<file path="config.mk">
export PLATFORM = sky130hd
export DESIGN_NAME = proc_run_controller
export DESIGN_NICKNAME = d
export VERILOG_FILES = /design/src/rtl/proc_run_ctrl_pkg.sv /design/src/rtl/pc_halt_detector.sv /design/src/rtl/proc_run_controller.sv
export SDC_FILE = /design/constraint.sdc
export NUM_CORES = 1
export LEC_CHECK = 0
export ABC_AREA = 0
export CAP_MARGIN = 20
export CORE_ASPECT_RATIO = 1.2
export CORE_UTILIZATION = 46
export CTS_CLUSTER_SIZE = 8
export DETAILED_ROUTE_END_ITERATION = 16
export PLACE_DENSITY_LB_ADDON = 0.1
export RECOVER_POWER = 25
export SLEW_MARGIN = 0
export SYNTH_ARGS = -nofsm -noshare
export SYNTH_HDL_FRONTEND = slang
export SYNTH_SLANG_ARGS = --single-unit
</file>
<file path="constraint.sdc">
create_clock -name clk -period 3.9 [get_ports clk]
set_input_delay 0.585 -clock clk [delete_from_list [all_inputs] [get_ports clk]]
set_output_delay 0.585 -clock clk [all_outputs]
set_load 0.01 [all_outputs]
</file>
<file path="src/rtl/proc_run_ctrl_pkg.sv">
// Shared types for the processor run controller: FSM states and register index.
package proc_run_ctrl_pkg;

  typedef enum logic [2:0] {
    ST_HOLD,
    ST_RUN,
    ST_PASS,
    ST_FAIL,
    ST_TIMEOUT
  } run_state_e;

  typedef logic [4:0] reg_idx_t;

endpackage

</file>
<file path="src/rtl/pc_halt_detector.sv">
// Flags a halted program once the PC has repeated itself HALT_CYCLES times in a row.
module pc_halt_detector #(
  parameter int unsigned XLEN        = 32,
  parameter int unsigned HALT_CYCLES = 4
) (
  input  logic            clk,
  input  logic            rst,
  input  logic            clear,
  input  logic            en_i,
  input  logic [XLEN-1:0] pc_i,
  output logic            halted
);

  localparam int unsigned SW = $clog2(HALT_CYCLES + 1);
  localparam logic [SW-1:0] HALT_LIM = SW'(HALT_CYCLES);

  logic [XLEN-1:0] prev_q, prev_d;
  logic [SW-1:0]   stable_q, stable_d;

  always_comb begin
    prev_d   = prev_q;
    stable_d = stable_q;
    if (clear) begin
      prev_d   = '0;
      stable_d = '0;
    end else if (en_i) begin
      prev_d = pc_i;
      if (pc_i == prev_q) begin
        if (stable_q != HALT_LIM) stable_d = stable_q + 1'b1;
      end else begin
        stable_d = '0;
      end
    end
  end

  always_ff @(posedge clk or posedge rst) begin
    if (rst) begin
      prev_q   <= '0;
      stable_q <= '0;
    end else begin
      prev_q   <= prev_d;
      stable_q <= stable_d;
    end
  end

  // Registered count keeps the halt decision free of combinational PC paths.
  assign halted = (stable_q == HALT_LIM);

endmodule

</file>
<file path="src/rtl/proc_run_controller.sv">
// Run controller: holds the processor in reset, runs it, counts cycles/write-backs
// and judges pass/fail/timeout from PC self-loop and a signature register.
module proc_run_controller
  import proc_run_ctrl_pkg::*;
#(
  parameter int unsigned XLEN         = 32,
  parameter int unsigned CNT_W        = 32,
  parameter int unsigned RESET_CYCLES = 1,
  parameter int unsigned MAX_CYCLES   = 200,
  parameter int unsigned HALT_CYCLES  = 4,
  parameter int unsigned SIG_REG      = 10,
  parameter int unsigned PASS_VALUE   = 1
) (
  input  logic             clk,
  input  logic             reset,
  input  logic             start,
  input  logic [XLEN-1:0]  pc_in,
  input  logic             wb_en,
  input  reg_idx_t         wb_rd,
  input  logic [XLEN-1:0]  wb_data,
  output logic             proc_reset,
  output logic             running,
  output logic             done,
  output logic             pass,
  output logic             fail,
  output logic             timeout,
  output logic [CNT_W-1:0] cycle_count,
  output logic [CNT_W-1:0] wb_count,
  output logic [XLEN-1:0]  signature
);

  localparam int unsigned      HW       = $clog2(RESET_CYCLES + 1);
  localparam logic [HW-1:0]    HOLD_END = HW'(RESET_CYCLES - 1);
  localparam logic [CNT_W-1:0] MAX_C    = CNT_W'(MAX_CYCLES);
  localparam reg_idx_t         SIG_IDX  = 5'(SIG_REG);
  localparam logic [XLEN-1:0]  PASS_V   = XLEN'(PASS_VALUE);

  run_state_e       state_q, state_d;
  logic [HW-1:0]    hold_q, hold_d;
  logic [CNT_W-1:0] cyc_q, cyc_d;
  logic [CNT_W-1:0] wbc_q, wbc_d;
  logic [XLEN-1:0]  sig_q, sig_d;
  logic             wr_q, wr_d;
  logic             det_clear, det_en, halted;

  pc_halt_detector #(
    .XLEN        (XLEN),
    .HALT_CYCLES (HALT_CYCLES)
  ) u_halt (
    .clk    (clk),
    .rst    (reset),
    .clear  (det_clear),
    .en_i   (det_en),
    .pc_i   (pc_in),
    .halted (halted)
  );

  always_comb begin
    state_d   = state_q;
    hold_d    = hold_q;
    cyc_d     = cyc_q;
    wbc_d     = wbc_q;
    sig_d     = sig_q;
    wr_d      = wr_q;
    det_clear = 1'b0;
    det_en    = 1'b0;
    unique case (state_q)
      ST_HOLD: begin
        if (hold_q == HOLD_END) begin
          hold_d  = '0;
          state_d = ST_RUN;
        end else begin
          hold_d = hold_q + 1'b1;
        end
      end
      ST_RUN: begin
        det_en = 1'b1;
        if (cyc_q != '1) cyc_d = cyc_q + 1'b1;
        if (wb_en && (wb_rd != '0) && (wbc_q != '1)) wbc_d = wbc_q + 1'b1;
        if (wb_en && (wb_rd == SIG_IDX) && (SIG_IDX != '0)) begin
          sig_d = wb_data;
          wr_d  = 1'b1;
        end
        // Verdict uses the next-state signature so a same-cycle write counts.
        if (halted) begin
          state_d = (wr_d && (sig_d == PASS_V)) ? ST_PASS : ST_FAIL;
        end else if (cyc_d == MAX_C) begin
          state_d = ST_TIMEOUT;
        end
      end
      ST_PASS, ST_FAIL, ST_TIMEOUT: begin
        if (start) begin
          state_d   = ST_HOLD;
          hold_d    = '0;
          cyc_d     = '0;
          wbc_d     = '0;
          sig_d     = '0;
          wr_d      = 1'b0;
          det_clear = 1'b1;
        end
      end
      default: state_d = ST_HOLD;
    endcase
  end

  always_ff @(posedge clk or posedge reset) begin
    if (reset) begin
      state_q <= ST_HOLD;
      hold_q  <= '0;
      cyc_q   <= '0;
      wbc_q   <= '0;
      sig_q   <= '0;
      wr_q    <= 1'b0;
    end else begin
      state_q <= state_d;
      hold_q  <= hold_d;
      cyc_q   <= cyc_d;
      wbc_q   <= wbc_d;
      sig_q   <= sig_d;
      wr_q    <= wr_d;
    end
  end

  assign proc_reset  = (state_q == ST_HOLD);
  assign running     = (state_q == ST_RUN);
  assign pass        = (state_q == ST_PASS);
  assign fail        = (state_q == ST_FAIL);
  assign timeout     = (state_q == ST_TIMEOUT);
  assign done        = pass | fail | timeout;
  assign cycle_count = cyc_q;
  assign wb_count    = wbc_q;
  assign signature   = sig_q;

endmodule

</file>
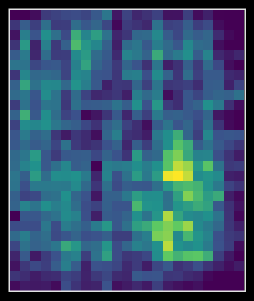
*Routed metal per tile, run 1*
Drawn at 2 px/um. 23 x 28 tiles, from dark purple (low) to yellow (high), scaled to the fullest tile. Values are wire area over tile area, all layers added.
3.9% of the tiles are nearly empty. 12% of the tiles are over half the peak. The emptiest ninth of the die: north-east. The densest ninth of the die: east.

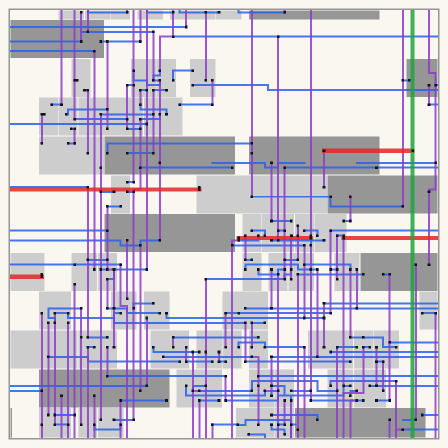
*Layout detail, run 1*
Window x 44 to 74, y 55 to 85 um. Cells in gray, sequential cells in the stronger gray; small squares are vias.
Green marks met4. Purple marks met2. Blue marks met1. Red marks met3.
Sequential cells in the window: 8. Most frequent: nand2_1 (9), dfrtp_1 (8), a21oi_1 (6). 52 logic cells have their middle in the window. Netlist names of flops here include `cycle_count` (5), `u_halt.stable_q` (2).

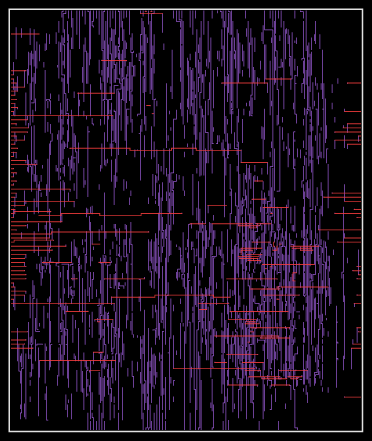
*Routed metal, one color a layer, run 1*
Drawn at 3 px/um. Only two layers are drawn.
Purple marks met2, wire length 9950 um. Red marks met3, wire length 1220 um.

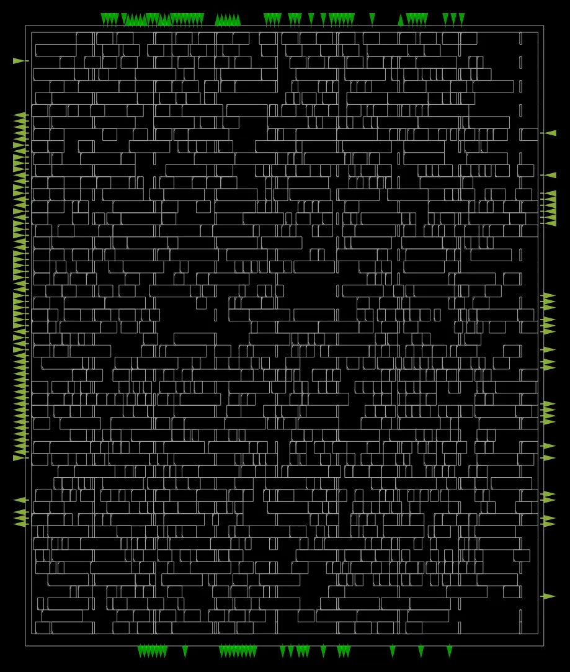
*Placed standard cells, run 1*
Final Instance Count excl. Fillers: 1196
Layout Utilization: 63.3%
core area: 0.0156 sq mm

==> results.toml, run 1 <==
# flow metrics
[run_status]
outcome = "finished with violations"
failed_checks = "capacitance limit, slew limit"

[routing]
met1Wirelength_um = 8920

[clock_network]
post_cts_resize_count = 0
clock_tree.buffer_depth = 2
clk_pin_slew_worst_paths_ps = 60
postCtsSetupRepairBufs = 0

[floorplan]
die_area_sq_mm = 0.0164
nWellTaps = 208

[sta]
finalClockSkew_ps = 5.11
report.final.hold_viol_count = 0
slew_viol_final = 136
worst-slew-pin-transition_ps = 1820

[finish]
drive_above_1_share_pct = 6.78
clockNetworkAreaShare_pct = 6.31
diodes = 0

[power_and_ir_drop]
p_comb_share_pct = 30.8
sw_frac_of_total_pct = 34.0

[yosys]
synth_cells = 819
synth.cellmix.xorXnorShare_pct = 7.65
synth-seq-cells = 135
mux_area_fraction_pct = 0.734
yosys.area_share.aoi_pct = 17.3
synth-warning-count = 0
number_of_enable_type_register_cells_in_the_synthesized_netlist = 0

[worst_hold_path]
whs_path_depth = 2
min_from = "wr_q"

[setup_path]
critical_path_cell_count = 7
cp_max_fo = 8
critPathMaxStageDelay_ps = 610
setup.worst_path.end_class = "flip-flop"

[job]
openroad.warnings = 27
maxCapViolations = 2

[grt]
grt.overflow.total = 0
antenna_found_initial = 0
-- run 1: registers in the layout (all words and copies together) (netlist names) --
| signal | flops |
|---|---|
| u_halt.prev_q | 32 |
| u_halt.stable_q | 3 |
| wr_q | 1 |
| signature | 32 |
| state_q | 3 |
| wb_count | 32 |
| cycle_count | 32 |
-- run 1: power by group through the flow --
stage / sequential [W] / combinational [W] / clock [W]
after global placement: 0.00213 / 0.00168 / 0
after detailed placement: 0.00214 / 0.00170 / 0
after floorplan: 0.00209 / 0.00100 / 0
final: 0.00213 / 0.00169 / 0.00167
after CTS: 0.00212 / 0.00171 / 0.00170
after global routing: 0.00218 / 0.00186 / 0.00177
-- run 1: tightest hold or removal path, delay by kind of cell (launching register included) --
kind | cells | cell delay, ps
and+or+nand+nor | 2 | 140
DFF | 1 | 340
### Gate-type map, run 1

Drawn at 3 px/um.
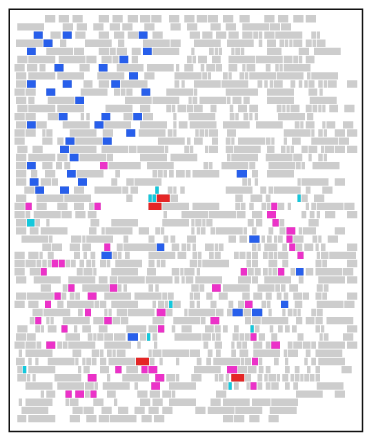

==> run 1 -> run 2 <==
Clock period 3.9 ns to 2.6 ns, I/O delays scaled along.
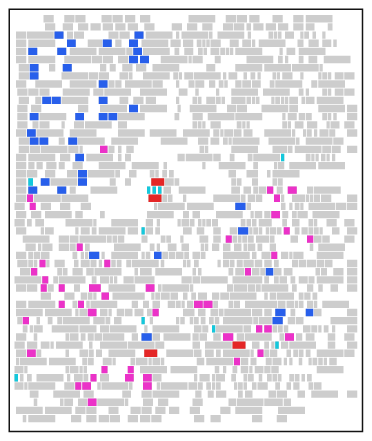
*Gate-type map, run 2*
Drawn at 3 px/um.
Red marks adder and majority cells, cells 4. Cyan marks inverters, cells 10. Magenta marks AND and OR gates, cells 45. Blue marks AND-OR and OR-AND gates, cells 41.

==> results.toml, run 2 <==
# flow metrics
[finish]
finalCoreUtilization_pct = 66.7
clockNetworkAreaShare_pct = 5.72
drive_above_1_share_pct = 12.7

[setup_path]
setup.worst_path.end_class = "flip-flop"
critical_path_cell_count = 7
critPathMaxStageDelay_ps = 650
cp_max_fo = 2

[worst_hold_path]
whs_path_depth = 2
min_from = "u_halt.stable_q[1]"

[clock_network]
clock_tree.buffer_depth = 2
clk_pin_slew_worst_paths_ps = 60

[floorplan]
die_area_sq_mm = 0.0164
core_region_area_sq_mm = 0.0156
nWellTaps = 208
die.size.x_um = 117

[sta]
slew_viol_final = 0
worst-slew-pin-transition_ps = 1040
report.final.hold_viol_count = 0
finalClockSkew_ps = 7.61

[power_and_ir_drop]
pwr.group.clock_w = 0.00242
power-top-group = "sequential cells"
sw_frac_of_total_pct = 34.2
p_comb_share_pct = 34.8
pwr.group.sequential_w = 0.00308

[yosys]
synth-warning-count = 0
number_of_enable_type_register_cells_in_the_synthesized_netlist = 0
synth-seq-cells = 135
synth_cells = 819

[run_status]
outcome = "complete, no violations"

[grt]
antenna_found_initial = 0

[job]
openroad.warnings = 27
maxCapViolations = 0

[placed_design]
routabilityCongestion = 0.941
[run 2: cell counts after synthesis]
No cell type changed its count.
[run 2: timing repair]
item,in CTS,in global routing
setup endpoints to repair,2,4
pin swaps,3,4
resized,4,8
buffers inserted,0,2
[run 2: per-layer routing]
layer,up-vias,track usage [%],part of all wire [%]
met5,-,0,0
met4,0,10.9,2.6
met3,44,7.10,6.9
met2,295,43.1,49
met1,3449,33.8,42
li1,3422,-,-
[run 2: logic make-up after synthesis]
| logic type | count (synthesis) | share of synthesized area (%) |
|---|---|---|
| AOI/OAI and AO/OA | 197 | 17.3 |
| xor gates and xnor gates | 64 | 7.65 |
| adders and majority gates | 4 | 0.683 |
| buffers and inverters | 60 | 3.33 |
| DFF | 135 | 46.1 |
| muxes | 5 | 0.734 |
| and+or+nand+nor | 354 | 24.2 |
### Placed standard cells, run 2

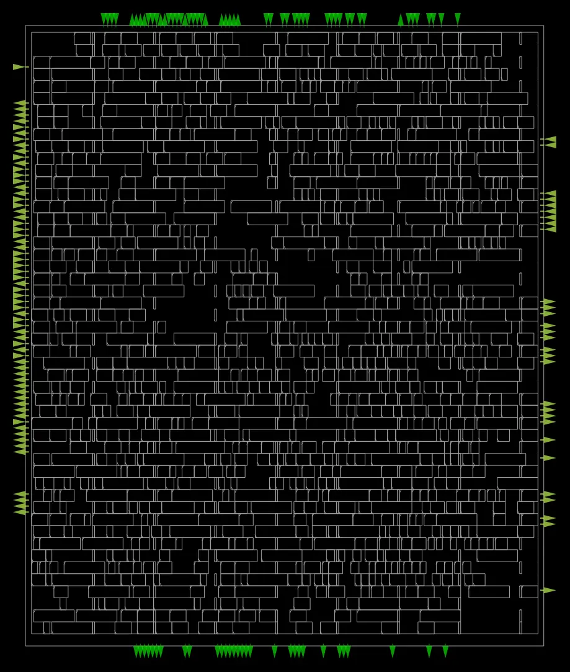

==> run 2 -> run 3 <==
Settings changed: CORE_ASPECT_RATIO 1.2 to default, MAX_ROUTING_LAYER from default to met4, PLACE_DENSITY from default to 0.83, PLACE_DENSITY_LB_ADDON 0.1 to default.
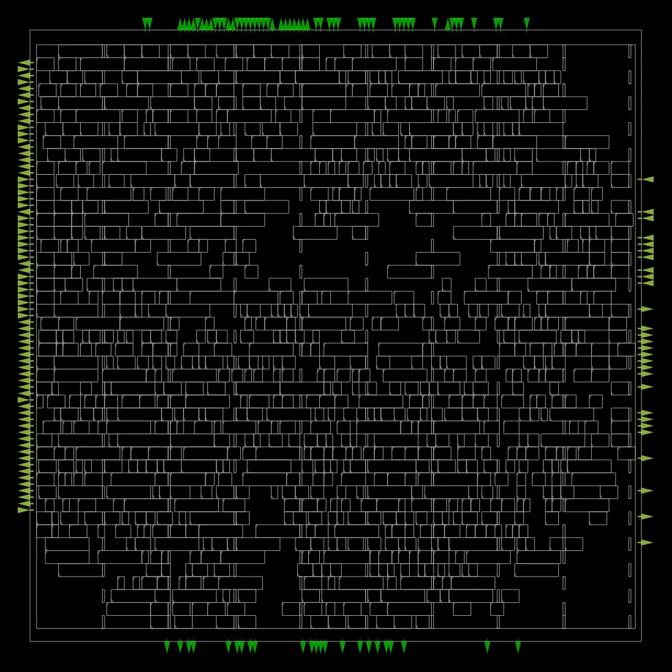
*Placed standard cells, run 3*
cell row count: 45
sequential portion of the cell area: 32.5%
core area: 0.0154 sq mm
number of tapcells: 211
tally of filler cells in the layout: 1218

==> results.toml, run 3 <==
# flow metrics
[clock_network]
cts_root_buf = "sky130_fd_sc_hd__clkbuf_16"
clk_pin_slew_worst_paths_ps = 60
postCtsSetupRepairBufs = 0
post_cts_resize_count = 8
clock_tree.buffer_depth = 2

[yosys]
synth_cells = 819
synth-warning-count = 0
synth-seq-cells = 135

[routing]
met3RoutedLength_um = 1700
dr.max_layer_used = "met4"
met2_wirelength_um = 10700
met1Wirelength_um = 9370

[placed_design]
routabilityCongestion = 0.940

[sta]
worst-slew-pin-transition_ps = 1030
slew_viol_final = 0
report.final.hold_viol_count = 0

[grt]
grt.busiest_layer = "met2"
grtUsageMet1_pct = 35.9
grtUsageMet3_pct = 7.01
antenna_found_initial = 0

[setup_path]
setup.worst_path.end_class = "output port"
critPathMaxStageDelay_ps = 560
critical_path_cell_count = 3
cp_max_fo = 7

[finish]
clockNetworkAreaShare_pct = 5.69
drive_above_1_share_pct = 12.8

[run_status]
outcome = "complete, no violations"

[power_and_ir_drop]
p_comb_share_pct = 35.1

[worst_hold_path]
min_from = "wr_q"
whs_path_depth = 2

[floorplan]
die.size.x_um = 128
die_area_sq_mm = 0.0164

[job]
openroad.warnings = 28
maxCapViolations = 0
==> run 3: power groups by stage <==
stage                     registers [W]  logic (W)  clock network [W]
after global placement          0.00306    0.00282                  0
after floorplan                 0.00314    0.00151                  0
after global routing            0.00313    0.00325            0.00254
after CTS                       0.00306    0.00295            0.00244
after detailed placement        0.00309    0.00289                  0
final                           0.00307    0.00296            0.00241
==> run 3: kinds of logic (layout without fill, tap and decap cells) <==
kind of cell / Yosys count / after routing / share of synthesized area [%]
AOI/OAI and AO/OA: 197 / 197 / 17.3
adders and majority gates: 4 / 4 / 0.683
muxes: 5 / 5 / 0.734
DFF: 135 / 135 / 46.1
buffers and inverters: 60 / 287 / 3.33
xor gates and xnor gates: 64 / 64 / 7.65
and+or+nand+nor: 354 / 354 / 24.2
Power figures rest on the tool's default switching activity, not on a simulated workload.
